### config.mk
export PLATFORM = sky130hd
export DESIGN_NAME = fp_multiplier_pipe
export DESIGN_NICKNAME = d
export VERILOG_FILES = /design/src/rtl/fp_multiplier_pipe.sv
export SDC_FILE = /design/constraint.sdc
export NUM_CORES = 1
export LEC_CHECK = 0
export ABC_AREA = 1
export CORE_MARGIN = 4
export CORE_UTILIZATION = 55
export DETAILED_ROUTE_END_ITERATION = 12
export PLACE_DENSITY = 0.75
export SYNTH_ARGS = -nofsm -noshare
export SYNTH_HDL_FRONTEND = slang
export SYNTH_SLANG_ARGS = --single-unit
### constraint.sdc
create_clock -name clk -period 5.8 [get_ports clk]
set_clock_uncertainty 0.05 [all_clocks]
set_input_delay 0.58 -clock clk [delete_from_list [all_inputs] [get_ports clk]]
set_output_delay 0.58 -clock clk [all_outputs]
set_load 0.02 [all_outputs]
### src/rtl/fp_multiplier_pipe.sv
// fp_multiplier_pipe: 3-stage RNE float multiplier (clk, rst, in_valid/in_ready/a/b/in_tag in, out_valid/out_ready/result/out_tag/flags out)
module fp_multiplier_pipe #(
  parameter int EXP_LEN = 5,
  parameter int MANT_LEN = 10,
  parameter int FLOAT_LEN = 1 + EXP_LEN + MANT_LEN,
  parameter int TAG_W = 4,
  parameter bit FTZ = 1'b0
) (
  input  logic                 clk,
  input  logic                 rst,
  input  logic                 in_valid,
  output logic                 in_ready,
  input  logic [FLOAT_LEN-1:0] a,
  input  logic [FLOAT_LEN-1:0] b,
  input  logic [TAG_W-1:0]     in_tag,
  output logic                 out_valid,
  input  logic                 out_ready,
  output logic [FLOAT_LEN-1:0] result,
  output logic [TAG_W-1:0]     out_tag,
  output logic [3:0]           flags
);
  localparam int E = EXP_LEN;
  localparam int M = MANT_LEN;
  localparam int XW = EXP_LEN + 2;
  localparam int PW = 2 * MANT_LEN + 2;
  localparam logic signed [XW-1:0] BIAS = XW'((1 << (E - 1)) - 1);
  localparam logic signed [XW-1:0] EMAX = XW'((1 << E) - 1);
  localparam logic [FLOAT_LEN-1:0] QNAN = {1'b0, {E{1'b1}}, 1'b1, {(M-1){1'b0}}};
  typedef struct packed {
    logic zero;
    logic inf;
    logic nan;
    logic [M:0] sig;
    logic signed [XW-1:0] exp;
  } op_t;
  function automatic logic [XW-1:0] lzc(input logic [M:0] x);
    logic [XW-1:0] n;
    n = '0;
    for (int i = 0; i <= M; i++) if (x[i]) n = XW'(M - i);
    return n;
  endfunction
  function automatic op_t unpack(input logic [FLOAT_LEN-1:0] x);
    op_t o;
    logic [E-1:0] ef;
    logic [M:0] s;
    logic [XW-1:0] lz;
    ef = x[FLOAT_LEN-2:M];
    s = {|ef, x[M-1:0]};
    lz = lzc(s);
    o.zero = ef == '0 && (FTZ || x[M-1:0] == '0);
    o.inf = &ef && x[M-1:0] == '0;
    o.nan = &ef && x[M-1:0] != '0;
    o.sig = s << lz;
    o.exp = $signed(XW'(ef == '0 ? E'(1) : ef)) - $signed(lz);
    return o;
  endfunction
  logic advance;
  op_t ua, ub;
  logic sign0, nan0, inv0, spec0;
  logic [FLOAT_LEN-1:0] spec_res0;
  assign advance = out_ready || !out_valid;
  assign in_ready = advance;
  assign ua = unpack(a);
  assign ub = unpack(b);
  assign sign0 = a[FLOAT_LEN-1] ^ b[FLOAT_LEN-1];
  assign nan0 = ua.nan || ub.nan;
  assign inv0 = !nan0 && ((ua.inf && ub.zero) || (ua.zero && ub.inf));
  assign spec0 = nan0 || ua.inf || ub.inf || ua.zero || ub.zero;
  assign spec_res0 = nan0 || inv0 ? QNAN :
                     ua.inf || ub.inf ? {sign0, {E{1'b1}}, {M{1'b0}}} :
                     {sign0, {(FLOAT_LEN-1){1'b0}}};
  logic v1, v2;
  logic s1_sign, s1_spec, s1_inv, s2_sign, s2_spec, s2_inv;
  logic signed [XW-1:0] s1_exp, s2_exp;
  logic [M:0] s1_sa, s1_sb;
  logic [PW-1:0] s2_prod;
  logic [FLOAT_LEN-1:0] s1_spec_res, s2_spec_res;
  logic [TAG_W-1:0] s1_tag, s2_tag;
  logic [PW-1:0] n3, shf3, lost3;
  logic signed [XW-1:0] ev3, eo3;
  logic tiny3, g3, r3, st3, up3, inx3, ovf3;
  logic [M:0] mant3;
  logic [M+1:0] mr3;
  logic [M-1:0] field3;
  logic [FLOAT_LEN-1:0] res3;
  logic [3:0] fl3;
  int sh;
  // Tiny results are shifted right into subnormal position; bits shifted out
  // of the word entirely still feed sticky. A rounding carry out of a
  // subnormal lands in the hidden bit, which doubles as the exponent field.
  always_comb begin
    n3 = s2_prod[PW-1] ? s2_prod : s2_prod << 1;
    ev3 = s2_exp + XW'(s2_prod[PW-1]);
    tiny3 = ev3 < 1;
    sh = tiny3 ? 1 - int'(ev3) : 0;
    sh = sh > PW ? PW : sh;
    shf3 = n3 >> sh;
    lost3 = n3 << (PW - sh);
    mant3 = shf3[PW-1:M+1];
    g3 = shf3[M];
    r3 = shf3[M-1];
    st3 = (|lost3) || (|shf3[M-2:0]);
    up3 = g3 && (r3 || st3 || mant3[0]);
    mr3 = {1'b0, mant3} + (M+2)'(up3);
    inx3 = g3 || r3 || st3;
    eo3 = tiny3 ? XW'(mr3[M]) : ev3 + XW'(mr3[M+1]);
    ovf3 = !tiny3 && eo3 >= EMAX;
    field3 = mr3[M+1] ? mr3[M:1] : mr3[M-1:0];
    res3 = s2_spec ? s2_spec_res :
           ovf3 ? {s2_sign, {E{1'b1}}, {M{1'b0}}} :
           FTZ && tiny3 ? {s2_sign, {(FLOAT_LEN-1){1'b0}}} :
           {s2_sign, eo3[E-1:0], field3};
    fl3 = s2_spec ? {s2_inv, 3'b000} :
          ovf3 ? 4'b0101 :
          FTZ && tiny3 ? 4'b0011 :
          {2'b00, tiny3 && inx3, inx3};
  end
  always_ff @(posedge clk) begin
    if (rst) begin
      v1 <= 1'b0;
      v2 <= 1'b0;
      out_valid <= 1'b0;
      result <= '0;
      out_tag <= '0;
      flags <= '0;
    end else if (advance) begin
      v1 <= in_valid;
      v2 <= v1;
      out_valid <= v2;
      if (v2) begin
        result <= res3;
        out_tag <= s2_tag;
        flags <= fl3;
      end
    end
  end
  always_ff @(posedge clk) begin
    if (advance) begin
      s1_sign <= sign0;
      s1_spec <= spec0;
      s1_inv <= inv0;
      s1_spec_res <= spec_res0;
      s1_exp <= ua.exp + ub.exp - BIAS;
      s1_sa <= ua.sig;
      s1_sb <= ub.sig;
      s1_tag <= in_tag;
      s2_sign <= s1_sign;
      s2_spec <= s1_spec;
      s2_inv <= s1_inv;
      s2_spec_res <= s1_spec_res;
      s2_exp <= s1_exp;
      s2_prod <= PW'(s1_sa) * PW'(s1_sb);
      s2_tag <= s1_tag;
    end
  end
endmodule

Figure 1. Signal wires on met1.
Supply wires on this layer in grey.
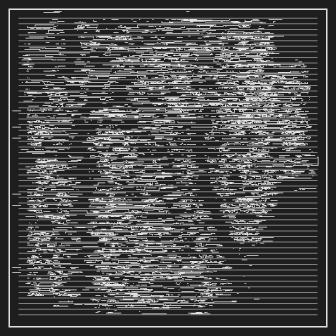
The layer carries 11800 um of wire. The longest straight run is 37.9 um. 1770 nets have wire on it. The layer holds 45% of the routed length. The wires run mostly horizontal.
routed vias: 10200
final wirelength: 25.9 mm

Figure 2. Signal wires on met2.
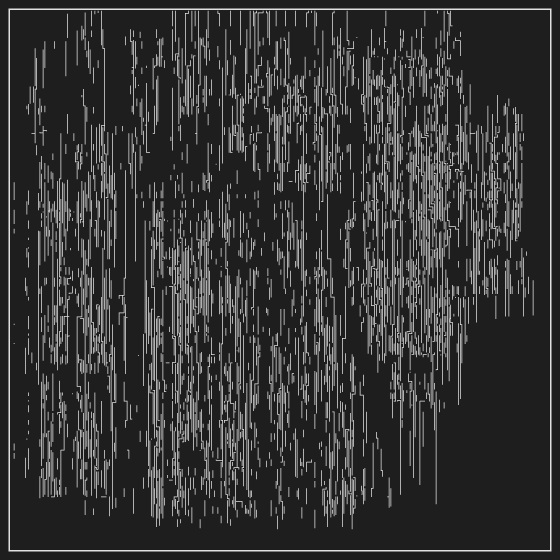
The layer carries 12500 um of wire. The wires run mostly vertical. The longest straight run is 56.4 um. 1522 nets have wire on it. The layer holds 48% of the routed length.
met2 usage: 37.3%

==> deck_impl_summary.md <==
Run Summary

Layout
  • Share of post-route cells with drive strength above 1: a little under an eighth
  • Ant. Diodes: 0
  • Layout Nets: 1878
  • Area growth from synthesis to layout: 15.2%
  • Post-Layout Inst Area: 0.0134 sq mm
  • Post-layout util: around 64%

Clock network
  • CTS Buf Count: 9
  • Clk sink count: 105
  • Post-CTS Hold Buffers: 0
  • H-tree depth: 3
  • Worst-Skew Late Latency: 360 ps
  • TritonCTS clock tree: done
  • Maximum clock path buffer count: 2
  • Root Driver: clkbuf_16
  • Worst-path clk slew: 80 ps

Power
  • Peak VDD IR: 270 uV
  • Psw: just over 0.004 W
  • Power consumption: 0.00802 W
  • Net Sw Frac: 50.9%
  • Pint: between 0.003 and 0.004 W
  • Pwr dens: ~600 mW/mm^2
  • Comb power frac: 76.8%
  • P_leak: about 6.9 nW
  • Share of power burned in registers: between 10% and 20%
  • Share of power burned in the clock network: 7.9%

Critical path
  • CP max FO: 4
  • CP required: a little under 6000 ps
  • Worst path most repeated cell: fa_1
  • CP Class: reg2reg
  • Reg-to-reg slack, setup: 180 ps
  • Worst setup SP type: flip-flop
  • Slowest-stage cell, CP: fa_1
  • CP max stage delay: 550 ps
  • Delay-heaviest family, CP: adder cells
  • Worst EP arrival: 5680 ps
  • Crit path buf inv count: 5
  • Worst setup EP type: flip-flop
  • CP cell instances: buf_4 -> nand2_1 -> fa_1 -> fa_1 -> inv_1 -> fa_1 -> inv_1 -> fa_1 -> inv_1 -> fa_1 -> ha_4 -> a21oi_1 -> nand2_1 -> a21oi_2 -> inv_1 -> a21oi_2 -> o21ai_2 -> a21oi_1 -> o21bai_1 -> a21o_1 -> a21oi_2 -> o21ai_1 -> a21oi_2 -> xor2_1

Placed design
  • RePlAce Congestion: 0.937
  • IO Port Bufs: 65
  • Placed Area: 0.0126 sq mm
  • Post-DP HPWL: 20.2 mm

Min path
  • HP Class: reg2reg

Timing
  • Setup-failing EPs final: 0
  • Maximum clock frequency: 178 MHz
  • Crit share post-route: 96.9%
  • Final Hold Vio Count: 0
  • Fin crit period: 5620 ps
  • Slew Limit Fails: 0
  • Setup TNS: 0 ps
  • Worst slew pin tran: ~980 ps
  • Fin Hold WS: 375 ps
  • Rel. slew slack: 34.6%

Yosys
  • Syn nets: around 1800
  • Count of library flops with an enable pin: 78
  • Area leader, netlist: edfxtp_1
  • Yosys Instances: 1573
  • Mapped Area: 0.0117 sq mm
  • Post-synth top cells: nand2_1 (455), inv_1 (282), fa_1 (88), ha_1 (88), nor2_1 (85)
  • Ranking of synthesized cells by area: edfxtp_1 (20%), fa_1 (15%), nand2_1 (15%)
  • Async S/R FF share, synth: 0%
  • YS warnings: 0
  • #FFs+latches synth: 105
  • Synth top cell by count: nand2_1
  • YS chip area: approximately 0.012 sq mm
  • Dominant flop cell: edfxtp_1
  • Post-synthesis sequential area ratio: between 20% and 30%
  • Cell count after synthesis: 1573
  • Syn avg cell area: 7.41 sq um
  • Distinct cells, synth: roughly 63
  • Yosys top cell area share: around a fifth

Route
  • Pre-antenna DRT Iters: 5
  • Avg WL per Cell: 13.4 um
  • Vias/cell: approximately 5.3
  • DRT antenna net count: 0
  • DRC viols: 0
  • Initial DRC count: ~700

Flow run
  • Tool Warnings: 27
  • Max-cap violations: 0

GRT
  • First-pass GRT wire length: 43.8 mm
  • Initial antenna violation count: 0
  • Largest net degree at the start of global routing: 81
  • Vias in the first global route: 9597
  • Total GRT Usage: between 20% and 30%
  • Overflow left after global routing: 0

Floorplanning
  • Core area: 0.0210 sq mm
  • # rows: between 50 and 60
  • I/O pin count: 66
  • Die H: 154 um
  • Die width: about 150 um
  • Starting density of the core: between 50% and 60%
  • Die area: 0.0236 sq mm

Run status
  • Outcome: finished, final reports clean
Figure 3. M3 wires.
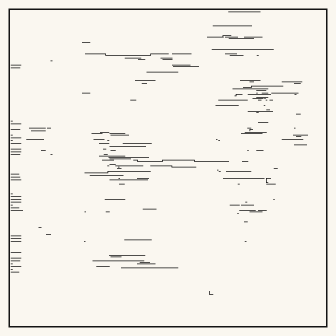
The longest straight run is 29.9 um. 120 nets have wire on it.

Figure 4. M4 wires.
Bar = 50 um. Supply wires on this layer in grey. Cells faint in the background.
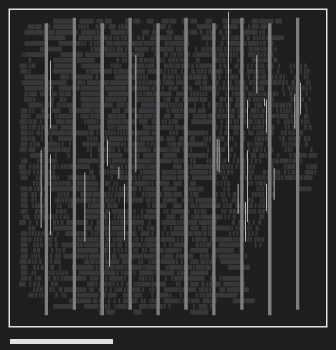
The wires run mostly vertical. The layer holds 2.1% of the routed length. The longest straight run is 72.8 um.

==> layer usage <==
metal	vias up	share of wire (%)	track usage (%)
met5	-	0	0
met4	0	2.1	6.31
met3	51	4.2	2.48
met2	275	48	37.3
met1	4719	45	29.5
li1	5164	-	-
==> sequential cells by signal (all words and copies together) (netlist names), 3 cells and up <==
register / cells
result: 16
s1_exp: 7
s1_sa: 11
s1_tag: 4
flags: 4
out_tag: 4
s1_sb: 11
s2_spec_res: 3
s2_tag: 4
s1_spec_res: 3
s2_exp: 7
s2_prod: 22
==> cell families (layout without fill, tap and decap cells) <==
kind of cell	Yosys count	after routing	synth area share [%]
adders and majority gates	176	176	24.5
and+or+nand+nor	710	713	26.5
DFF	105	105	24.7
muxes	1	1	0.0858
AOI/OAI and AO/OA	198	198	10.1
buffers and inverters	355	446	12.0
xor gates and xnor gates	28	28	2.10
==> area by class of cell <==
class / instances / area (sq um)
multi-input combinational: 1116 / 7580
fill: 1791 / 7520
sequential: 105 / 2880
timing repair buffer: 138 / 1210
inverter: 292 / 1110
tap: 275 / 344
clock buffer: 9 / 225
clock inverter: 7 / 88.8
==> path summary, 6_finish.rpt <==
| kind | startpoint | endpoint | depth (start not counted) |
|---|---|---|---|
| max | s1_sa[2]$_SDFFCE_PP0N_ | s2_prod[21]$_DFFE_PN_ | 24 |
| min | s1_exp[6]$_DFFE_PN_ | s2_exp[6]$_DFFE_PN_ | 0 |
| min reg2reg | s1_exp[6]$_DFFE_PN_ | s2_exp[6]$_DFFE_PN_ | 0 |
| max reg2reg | s1_sa[2]$_SDFFCE_PP0N_ | s2_prod[21]$_DFFE_PN_ | 24 |
==> power groups by stage <==
stage,sequential [W],clock (W),combinational (W)
global route,0.00125,0.000676,0.00697
global placement,0.00124,0,0.00539
detailed placement,0.00124,0,0.00550
finish,0.00123,0.000633,0.00616
CTS,0.00123,0.000646,0.00561
floorplan,0.00123,0,0.00440
==> placed cells by master, fill, tap and decap left out, types with 3 or more instances in the layout <==
cell and count:
a21oi_1 35, a21oi_2 7, a31oi_1 5, buf_4 71, clkbuf_16 9, clkdlybuf4s50_1 65, dfxtp_1 27, edfxtp_1 78
fa_1 87, ha_1 81, ha_4 6, inv_1 279, inv_2 8, inv_8 3, nand2_1 445, nand2_2 24
nand2_4 6, nand3_1 80, nand4_1 17, nor2_1 84, nor2_2 6, nor2_4 5, nor3_1 18, nor4_1 4
o211ai_1 10, o21ai_0 76, o21ai_1 22, o21ai_2 11, o21bai_1 4, o22ai_1 6, or2_2 6, xnor2_1 7
xor2_1 21
==> timing repair <==
action / CTS / global route
gates resized: 2 / 44
gates cloned: 0 / 3
endpoints found under the setup margin: 1 / 21
buffers inserted: 4 / 34
pin swaps: 1 / 19
==> stage by stage <==
stage,setup WS [ps],cells
after global placement,-35.0,1885
after CTS,29.6,1905
after global routing,-51.4,1942
final,179,1942
after floorplan,83.4,1573
after detailed placement,-49.1,1885
Power and IR drop assume default switching activity.
